[src/rtl/pe_ctrl_seq_pkg.sv]
// Shared constants for the PE control sequencer and the PE ctrl unpacking.
// Op codes, FSM state encoding and packed ctrl field offsets.
package pe_ctrl_pkg;

  localparam int OP_W = 3;

  localparam logic [OP_W-1:0] OP_NOP = 3'd0;
  localparam logic [OP_W-1:0] OP_MUL = 3'd1;
  localparam logic [OP_W-1:0] OP_MAC = 3'd2;

  typedef enum logic [2:0] {
    S_IDLE  = 3'd0,
    S_COMP  = 3'd1,
    S_FLUSH = 3'd2,
    S_WRITE = 3'd3,
    S_DONE  = 3'd4
  } state_t;

  localparam int OFF_OP       = 0;
  localparam int OFF_ENABLE   = 3;
  localparam int OFF_RD_REQ   = 4;
  localparam int OFF_WR_REQ   = 5;
  localparam int OFF_WR_VALID = 6;
  localparam int OFF_FLUSH    = 7;
  localparam int OFF_WR_ADDR  = 8;

  // Upper field offsets move with the buffer address width.
  function automatic int off_rd_addr(int aw);
    return OFF_WR_ADDR + aw;
  endfunction

  function automatic int off_pop(int aw);
    return OFF_WR_ADDR + 2 * aw;
  endfunction

  function automatic int off_push(int aw);
    return OFF_WR_ADDR + 2 * aw + 1;
  endfunction

endpackage

[src/rtl/pe_ctrl_seq_if.sv]
// Scheduler <-> sequencer bundle: launch/config in, PE ctrl word and
// status out. Master = layer scheduler, slave = sequencer.
interface pe_ctrl_seq_if #(
  parameter int PE_BUF_ADDR_WIDTH = 10,
  parameter int OP_CODE_WIDTH     = 3,
  parameter int CNT_WIDTH         = 8,
  parameter int CTRL_WIDTH        = 2*PE_BUF_ADDR_WIDTH+10
);
  logic                         start;
  logic [CNT_WIDTH-1:0]         cfg_num_out;
  logic [CNT_WIDTH-1:0]         cfg_kernel_size;
  logic [PE_BUF_ADDR_WIDTH-1:0] cfg_rd_base;
  logic [PE_BUF_ADDR_WIDTH-1:0] cfg_wr_base;
  logic                         cfg_norm_en;
  logic                         ext_write_req;
  logic [CTRL_WIDTH-1:0]        ctrl;
  logic                         src_2_sel;
  logic                         busy;
  logic                         done;

  modport master (
    output start, cfg_num_out, cfg_kernel_size,
    output cfg_rd_base, cfg_wr_base, cfg_norm_en,
    output ext_write_req,
    input  ctrl, src_2_sel, busy, done
  );

  modport slave (
    input  start, cfg_num_out, cfg_kernel_size,
    input  cfg_rd_base, cfg_wr_base, cfg_norm_en,
    input  ext_write_req,
    output ctrl, src_2_sel, busy, done
  );
endinterface

[src/rtl/pe_ctrl_seq_counter.sv]
// Loadable, enabled, wrapping up-counter with a terminal-count flag.
// Load has priority over enable.
module pe_ctrl_counter #(
  parameter int WIDTH = 8
) (
  input  logic             clk,
  input  logic             reset,
  input  logic             load,
  input  logic [WIDTH-1:0] load_val,
  input  logic             en,
  input  logic [WIDTH-1:0] last,
  output logic [WIDTH-1:0] count,
  output logic             term
);

  always_ff @(posedge clk or negedge reset) begin
    if (!reset) begin
      count <= '0;
    end else if (load) begin
      count <= load_val;
    end else if (en) begin
      count <= count + WIDTH'(1);
    end
  end

  assign term = (count == last);

endmodule

[src/rtl/pe_ctrl_seq.sv]
// PE control sequencer: N outputs x (K MAC reads, flush, write-back).
// Optional norm FIFO push enabled by defining PE_CTRL_NORM_EN.
module pe_ctrl_seq
  import pe_ctrl_pkg::*;
#(
  parameter int PE_BUF_ADDR_WIDTH = 10,
  parameter int OP_CODE_WIDTH     = 3,
  parameter int CNT_WIDTH         = 8,
  parameter int CTRL_WIDTH        = 2*PE_BUF_ADDR_WIDTH+10
) (
  input logic         clk,
  input logic         reset,
  pe_ctrl_seq_if.slave bus
);

  localparam int AW = PE_BUF_ADDR_WIDTH;
  localparam int CW = CNT_WIDTH;
  localparam int OW = OP_CODE_WIDTH;

  state_t          state;
  logic [CW-1:0]   n_q;
  logic [CW-1:0]   k_q;
  logic [AW-1:0]   wr_base_q;
  logic            norm_on;

  logic [CW-1:0]   tap_cnt;
  logic [CW-1:0]   out_cnt;
  logic [AW-1:0]   rd_ptr;
  logic            tap_term;
  logic            out_term;
  logic            rd_unused_term;

  logic is_idle, is_comp, is_flush, is_write, is_done;
  logic launch, stall, comp_go, write_go;

  assign is_idle  = (state == S_IDLE);
  assign is_comp  = (state == S_COMP);
  assign is_flush = (state == S_FLUSH);
  assign is_write = (state == S_WRITE);
  assign is_done  = (state == S_DONE);

  assign launch   = is_idle & bus.start;
  assign stall    = bus.ext_write_req
                  & (is_comp | is_flush | is_write);
  assign comp_go  = is_comp & ~stall;
  assign write_go = is_write & ~stall;

  always_ff @(posedge clk or negedge reset) begin
    if (!reset) begin
      state     <= S_IDLE;
      n_q       <= '0;
      k_q       <= '0;
      wr_base_q <= '0;
    end else begin
      unique case (state)
        S_IDLE: begin
          if (bus.start) begin
            n_q       <= bus.cfg_num_out;
            k_q       <= (bus.cfg_kernel_size == '0)
                       ? CW'(1) : bus.cfg_kernel_size;
            wr_base_q <= bus.cfg_wr_base;
            state     <= (bus.cfg_num_out == '0)
                       ? S_DONE : S_COMP;
          end
        end
        S_COMP: begin
          if (comp_go && tap_term) state <= S_FLUSH;
        end
        S_FLUSH: begin
          if (!stall) state <= S_WRITE;
        end
        S_WRITE: begin
          if (write_go) begin
            state <= out_term ? S_DONE : S_COMP;
          end
        end
        S_DONE: state <= S_IDLE;
        default: state <= S_IDLE;
      endcase
    end
  end

`ifdef PE_CTRL_NORM_EN
  logic norm_q;
  always_ff @(posedge clk or negedge reset) begin
    if (!reset) begin
      norm_q <= 1'b0;
    end else if (launch) begin
      norm_q <= bus.cfg_norm_en;
    end
  end
  assign norm_on = norm_q;
`else
  logic cfg_norm_unused;
  assign cfg_norm_unused = bus.cfg_norm_en;
  assign norm_on = 1'b0;
`endif

  pe_ctrl_counter #(.WIDTH(CW)) u_tap (
    .clk      (clk),
    .reset    (reset),
    .load     (launch | (comp_go & tap_term)),
    .load_val ('0),
    .en       (comp_go),
    .last     (k_q - CW'(1)),
    .count    (tap_cnt),
    .term     (tap_term)
  );

  pe_ctrl_counter #(.WIDTH(CW)) u_out (
    .clk      (clk),
    .reset    (reset),
    .load     (launch),
    .load_val ('0),
    .en       (write_go),
    .last     (n_q - CW'(1)),
    .count    (out_cnt),
    .term     (out_term)
  );

  // Read pointer runs continuously across outputs; only wraps.
  pe_ctrl_counter #(.WIDTH(AW)) u_rd (
    .clk      (clk),
    .reset    (reset),
    .load     (launch),
    .load_val (bus.cfg_rd_base),
    .en       (comp_go),
    .last     ('0),
    .count    (rd_ptr),
    .term     (rd_unused_term)
  );

  logic [OW-1:0] op;
  logic          en, rd_req, wr_req, wv, fl, push, src2;
  logic [AW-1:0] rd_addr, wr_addr;

  always_comb begin
    op      = OW'(OP_NOP);
    en      = 1'b0;
    rd_req  = 1'b0;
    wr_req  = 1'b0;
    wv      = 1'b0;
    fl      = 1'b0;
    push    = 1'b0;
    src2    = 1'b0;
    rd_addr = '0;
    wr_addr = '0;
    unique case (1'b1)
      is_comp: begin
        en      = 1'b1;
        rd_req  = 1'b1;
        rd_addr = rd_ptr;
        src2    = (tap_cnt != '0);
        op      = src2 ? OW'(OP_MAC) : OW'(OP_MUL);
      end
      is_flush: fl = 1'b1;
      is_write: begin
        wv      = 1'b1;
        wr_req  = 1'b1;
        wr_addr = wr_base_q + AW'(out_cnt);
        push    = norm_on;
      end
      default: ;
    endcase
    // Host write owns the buffer: drop strobes, keep addr/op.
    if (stall) begin
      en     = 1'b0;
      rd_req = 1'b0;
      wr_req = 1'b0;
      wv     = 1'b0;
      fl     = 1'b0;
      push   = 1'b0;
    end
  end

  assign bus.ctrl = CTRL_WIDTH'({push, 1'b0, rd_addr, wr_addr,
                                 fl, wv, wr_req, rd_req, en, op});
  assign bus.src_2_sel = src2;
  assign bus.busy      = ~is_idle;
  assign bus.done      = is_done;

endmodule

[src/flat_wrapper.sv]
// flat-port wrapper written by rule: the top's interface ports become plain ports
module pe_ctrl_seq_flat import pe_ctrl_pkg::*;
#(
  parameter int PE_BUF_ADDR_WIDTH = 10,
  parameter int OP_CODE_WIDTH     = 3,
  parameter int CNT_WIDTH         = 8,
  parameter int CTRL_WIDTH        = 2*PE_BUF_ADDR_WIDTH+10
)
  (clk, reset, bus_start, bus_cfg_num_out, bus_cfg_kernel_size, bus_cfg_rd_base, bus_cfg_wr_base, bus_cfg_norm_en, bus_ext_write_req, bus_ctrl, bus_src_2_sel, bus_busy, bus_done);
  pe_ctrl_seq_if #(.PE_BUF_ADDR_WIDTH(PE_BUF_ADDR_WIDTH), .OP_CODE_WIDTH(OP_CODE_WIDTH), .CNT_WIDTH(CNT_WIDTH), .CTRL_WIDTH(CTRL_WIDTH)) bus_i ();
  input logic clk;
  input logic reset;
  input wire logic [$bits(bus_i.start)-1:0] bus_start;
  input wire logic [$bits(bus_i.cfg_num_out)-1:0] bus_cfg_num_out;
  input wire logic [$bits(bus_i.cfg_kernel_size)-1:0] bus_cfg_kernel_size;
  input wire logic [$bits(bus_i.cfg_rd_base)-1:0] bus_cfg_rd_base;
  input wire logic [$bits(bus_i.cfg_wr_base)-1:0] bus_cfg_wr_base;
  input wire logic [$bits(bus_i.cfg_norm_en)-1:0] bus_cfg_norm_en;
  input wire logic [$bits(bus_i.ext_write_req)-1:0] bus_ext_write_req;
  output wire logic [$bits(bus_i.ctrl)-1:0] bus_ctrl;
  output wire logic [$bits(bus_i.src_2_sel)-1:0] bus_src_2_sel;
  output wire logic [$bits(bus_i.busy)-1:0] bus_busy;
  output wire logic [$bits(bus_i.done)-1:0] bus_done;
  assign bus_i.start = bus_start;
  assign bus_i.cfg_num_out = bus_cfg_num_out;
  assign bus_i.cfg_kernel_size = bus_cfg_kernel_size;
  assign bus_i.cfg_rd_base = bus_cfg_rd_base;
  assign bus_i.cfg_wr_base = bus_cfg_wr_base;
  assign bus_i.cfg_norm_en = bus_cfg_norm_en;
  assign bus_i.ext_write_req = bus_ext_write_req;
  assign bus_ctrl = bus_i.ctrl;
  assign bus_src_2_sel = bus_i.src_2_sel;
  assign bus_busy = bus_i.busy;
  assign bus_done = bus_i.done;
  pe_ctrl_seq #(.PE_BUF_ADDR_WIDTH(PE_BUF_ADDR_WIDTH), .OP_CODE_WIDTH(OP_CODE_WIDTH), .CNT_WIDTH(CNT_WIDTH), .CTRL_WIDTH(CTRL_WIDTH)) u_core (.clk(clk), .reset(reset), .bus(bus_i));
endmodule
[config.mk]
export PLATFORM = sky130hd
export DESIGN_NAME = pe_ctrl_seq_flat
export DESIGN_NICKNAME = d
export VERILOG_FILES = /design/src/rtl/pe_ctrl_seq_pkg.sv /design/src/rtl/pe_ctrl_seq_if.sv /design/src/rtl/pe_ctrl_seq_counter.sv /design/src/rtl/pe_ctrl_seq.sv /design/src/flat_wrapper.sv
export SDC_FILE = /design/constraint.sdc
export NUM_CORES = 1
export LEC_CHECK = 0
export CAP_MARGIN = 15
export CORE_AREA = 2 2 93 95
export CTS_CLUSTER_DIAMETER = 50
export DETAILED_ROUTE_END_ITERATION = 8
export DIE_AREA = 0 0 95 97
export PLACE_DENSITY = 0.8
export RECOVER_POWER = 100
export SLEW_MARGIN = 30
export SYNTH_ARGS = -nofsm -noshare
export SYNTH_HDL_FRONTEND = slang
export SYNTH_SLANG_ARGS = --single-unit
[constraint.sdc]
create_clock -name clk -period 2.9 [get_ports clk]
set_input_delay 0.58 -clock clk [delete_from_list [all_inputs] [get_ports clk]]
set_output_delay 0.58 -clock clk [all_outputs]
set_load 0.02 [all_outputs]
placed.png
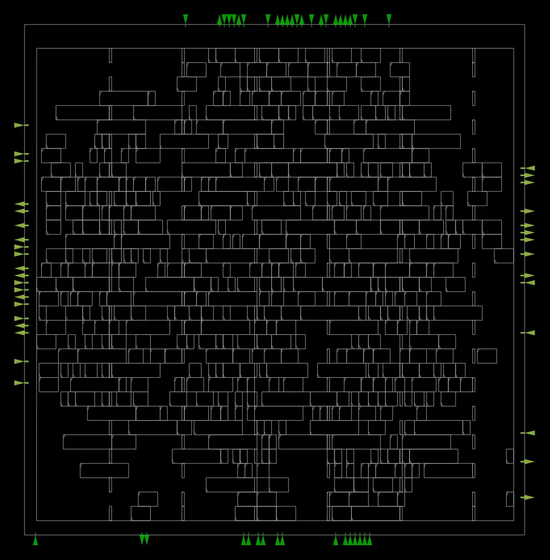
fraction of standard cell area that is sequential: 29.65%
count of standard-cell rows: 33
registers: 55
utilization after layout: 57.07%
Taps Inserted: 105

port_trees.png
Scale bar: 20 um.
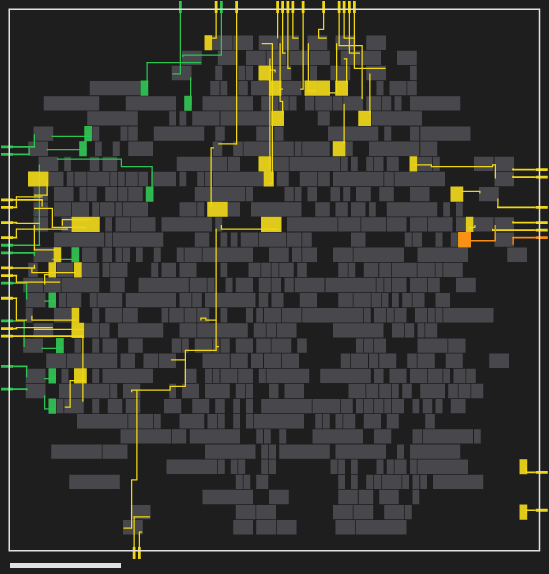
color	port	bits	direction	edge	end cells	buffers	wire
green	`bus_cfg_wr_base`	10	input	8 west, 2 north	10	10	156 um
yellow	`bus_ctrl`	30	output	12 north, 9 west, 7 east, 2 south	28	28	562 um
orange	`bus_src_2_sel`	1	output	east	1	1	12.8 um

sizing.png
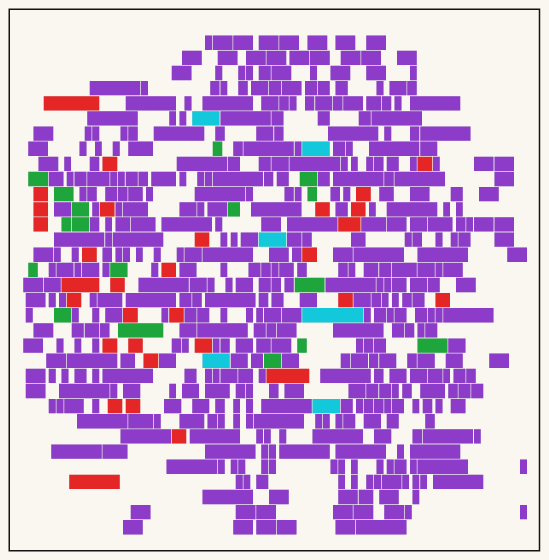
color	size	cells	most used
green	x2	17	a21oi_2
cyan	x6 and larger	6	clkbuf_8
purple	x1 and smaller	464	nand2_1
red	x3 and x4	31	buf_4

==> flow_metrics.tcl <==
# yosys + openroad results
set metrics [dict create \
    status "finished with violations" \
    violations_in_the_final_reports "capacitance limit, slew limit, setup timing" \
    logic_family "simple AND/OR/NAND/NOR gates" \
    timing.max_slew.rel_slack_pct -6.525 \
    seqCellArea_um2 1376 \
    drtIter0Drc 176 \
    fill_count 707 \
    clk_pin_slew_worst_paths_ns 0.10 \
    clk_path_buf_depth 2 \
    synth-adder-area-share_pct 5.310 \
    global_route.usage.total_pct 20.47 \
    flow.area_growth_from_synthesis_pct 26.28 \
    number_of_setup_buffers_added_after_cts 0 \
    grt_overflow_total 0 \
    tightestPinTransition_ns 1.598 \
    timing_max_transition_violations_final 30 \
    leading_registers_by_flop_count "u_core.u_rd.count (10), u_core.wr_base_q (10)" \
    tritoncts "done" \
    dr_total_vias 3421 \
    min_delay_worst_endpoint "u_core.wr_base_q[4]$_DFFE_PN0P_" \
    average_cell_area_after_synthesis_um2 8.261 \
    drive_above_1_share_pct 10.42 \
    critical_path_capture_point_type "output port" \
    postCtsResizedCells 28 \
    yosys.area_share.xor_xnor_pct 9.292 \
    timing.final.setup_violations 8 \
    final.min_clock_period_ns 3.118 \
    die-width_um 95 \
    syn-instance-count 445 \
    drt-wirelength-per-cell_um 14.68 \
    initial_utilization_pct 45.19 \
    grt_setup_unrepaired "true" \
    number_of_enable_type_register_cells_in_the_synthesized_netlist 0 \
    grt_start_max_net_pins 58 \
    log.warning_count 30 \
    finish.net_count 573 \
    synth_cell_type_count 56 \
    finalHoldViolations 0 \
    antenna_found_initial 0 \
    min_path_cells 2 \
    seq_area_frac_synth_pct 37.44 \
    max-cap-violations 1 \
    min-delay-path-class "register to register" \
    timing.setup.critical_path_class "register to output port" \
    synth-simple-area-share_pct 28.49 \
    totalWireLength_mm 9.147 \
    layout.cells.most_common "sky130_fd_sc_hd__nand2_1" \
    chip_area_um2 9215 \
    timing.reg2reg.setup_slack_ns 0.21 \
    synth.yosys.chip_area_um2 3676 \
    async_reset_ff_share_pct 100.0 \
    yosys_register_bits 55 \
    setup_slack_ns -0.2178 \
    cp_data_arrival_time_ns 2.54 \
    worstRegToRegCells 5 \
    clkLatencyLatePin_ns 0.32 \
    dp_hpwl_mm 6.672 \
    ys_sh_aoi_pct 11.50 \
    cp_data_required_time_ns 2.32 \
]
==> through the flow <==
step	hold WS (ns)	util (%)	cells	cell area (um2)	worst slack, ns
after detailed placement	0.4737	55.58	612	4521	-0.4334
after floorplan	0.2844	-	447	3695	0.03635
final	0.4928	57.07	623	4642	-0.2178
after CTS	0.3007	57.01	620	4637	-0.1334
after global placement	0.4622	55.58	612	4521	-0.3495
after global routing	0.5237	57.07	623	4642	-0.2972
==> worst max-delay path, cell delays in order, from the launching register on <==
cell                        delay (ns)
sky130_fd_sc_hd__dfrtp_1          0.43
sky130_fd_sc_hd__ha_4             0.19
sky130_fd_sc_hd__fa_2             0.34
sky130_fd_sc_hd__a21o_1           0.18
sky130_fd_sc_hd__a21oi_2          0.20
sky130_fd_sc_hd__o21bai_4         0.10
sky130_fd_sc_hd__a2111oi_4        0.40
sky130_fd_sc_hd__o21a_1           0.19
sky130_fd_sc_hd__nor3_2           0.04
sky130_fd_sc_hd__buf_4            0.15
==> final cells by class <==
type	count	share of cell area, %
Clock buffer	5	1.482
Clock inverter	3	0.9434
Sequential cell	55	29.65
Timing Repair Buffer	95	18.01
Inverter	15	1.213
Multi-Input combinational cell	345	45.88
Tap cell	105	2.830
==> Yosys cell counts (3+ instances only) <==
cell type | count | area share [%]
sky130_fd_sc_hd__ha_1 | 14 | 4.8
sky130_fd_sc_hd__mux2i_1 | 5 | 1.4
sky130_fd_sc_hd__nor3_1 | 17 | 2.3
sky130_fd_sc_hd__nand4_1 | 7 | 1.2
sky130_fd_sc_hd__inv_1 | 15 | 1.5
sky130_fd_sc_hd__dfrtp_1 | 55 | 37
sky130_fd_sc_hd__a21oi_1 | 12 | 1.6
sky130_fd_sc_hd__nand2_1 | 98 | 10
sky130_fd_sc_hd__a32o_1 | 3 | 0.82
sky130_fd_sc_hd__xnor2_1 | 24 | 5.7
sky130_fd_sc_hd__and2_1 | 3 | 0.51
sky130_fd_sc_hd__and3_1 | 20 | 3.4
sky130_fd_sc_hd__nand3_1 | 14 | 1.9
sky130_fd_sc_hd__buf_2 | 4 | 0.54
sky130_fd_sc_hd__clkbuf_1 | 15 | 1.5
sky130_fd_sc_hd__o31ai_1 | 3 | 0.61
sky130_fd_sc_hd__buf_6 | 3 | 0.92
sky130_fd_sc_hd__a31oi_1 | 5 | 0.85
sky130_fd_sc_hd__o21ai_0 | 20 | 2.7
sky130_fd_sc_hd__or3_1 | 3 | 0.51
sky130_fd_sc_hd__nor2_1 | 33 | 3.4
sky130_fd_sc_hd__xor2_1 | 15 | 3.6
sky130_fd_sc_hd__buf_4 | 9 | 1.8
sky130_fd_sc_hd__nor4_1 | 4 | 0.68
sky130_fd_sc_hd__o211ai_1 | 3 | 0.61
sky130_fd_sc_hd__nand2b_1 | 5 | 0.85
==> per-layer routing <==
layer  track usage, %  wire, um  vias to the layer above
li1                 -         -                     1655
met1            25.83      3869                     1632
met2            35.79      4654                      118
met3            2.804       431                       16
met4            6.355       192                        0
met5                0         0                        -
==> power breakdown <==
| group | internal (mW) | switching [mW] |
|---|---|---|
| Sequential | 1.05 | 0.342 |
| Clock | 0.258 | 0.268 |
| Combinational | 0.951 | 1.12 |
| Total | 2.26 | 1.73 |
Power figures rest on the tool's default switching activity, not on a simulated workload.
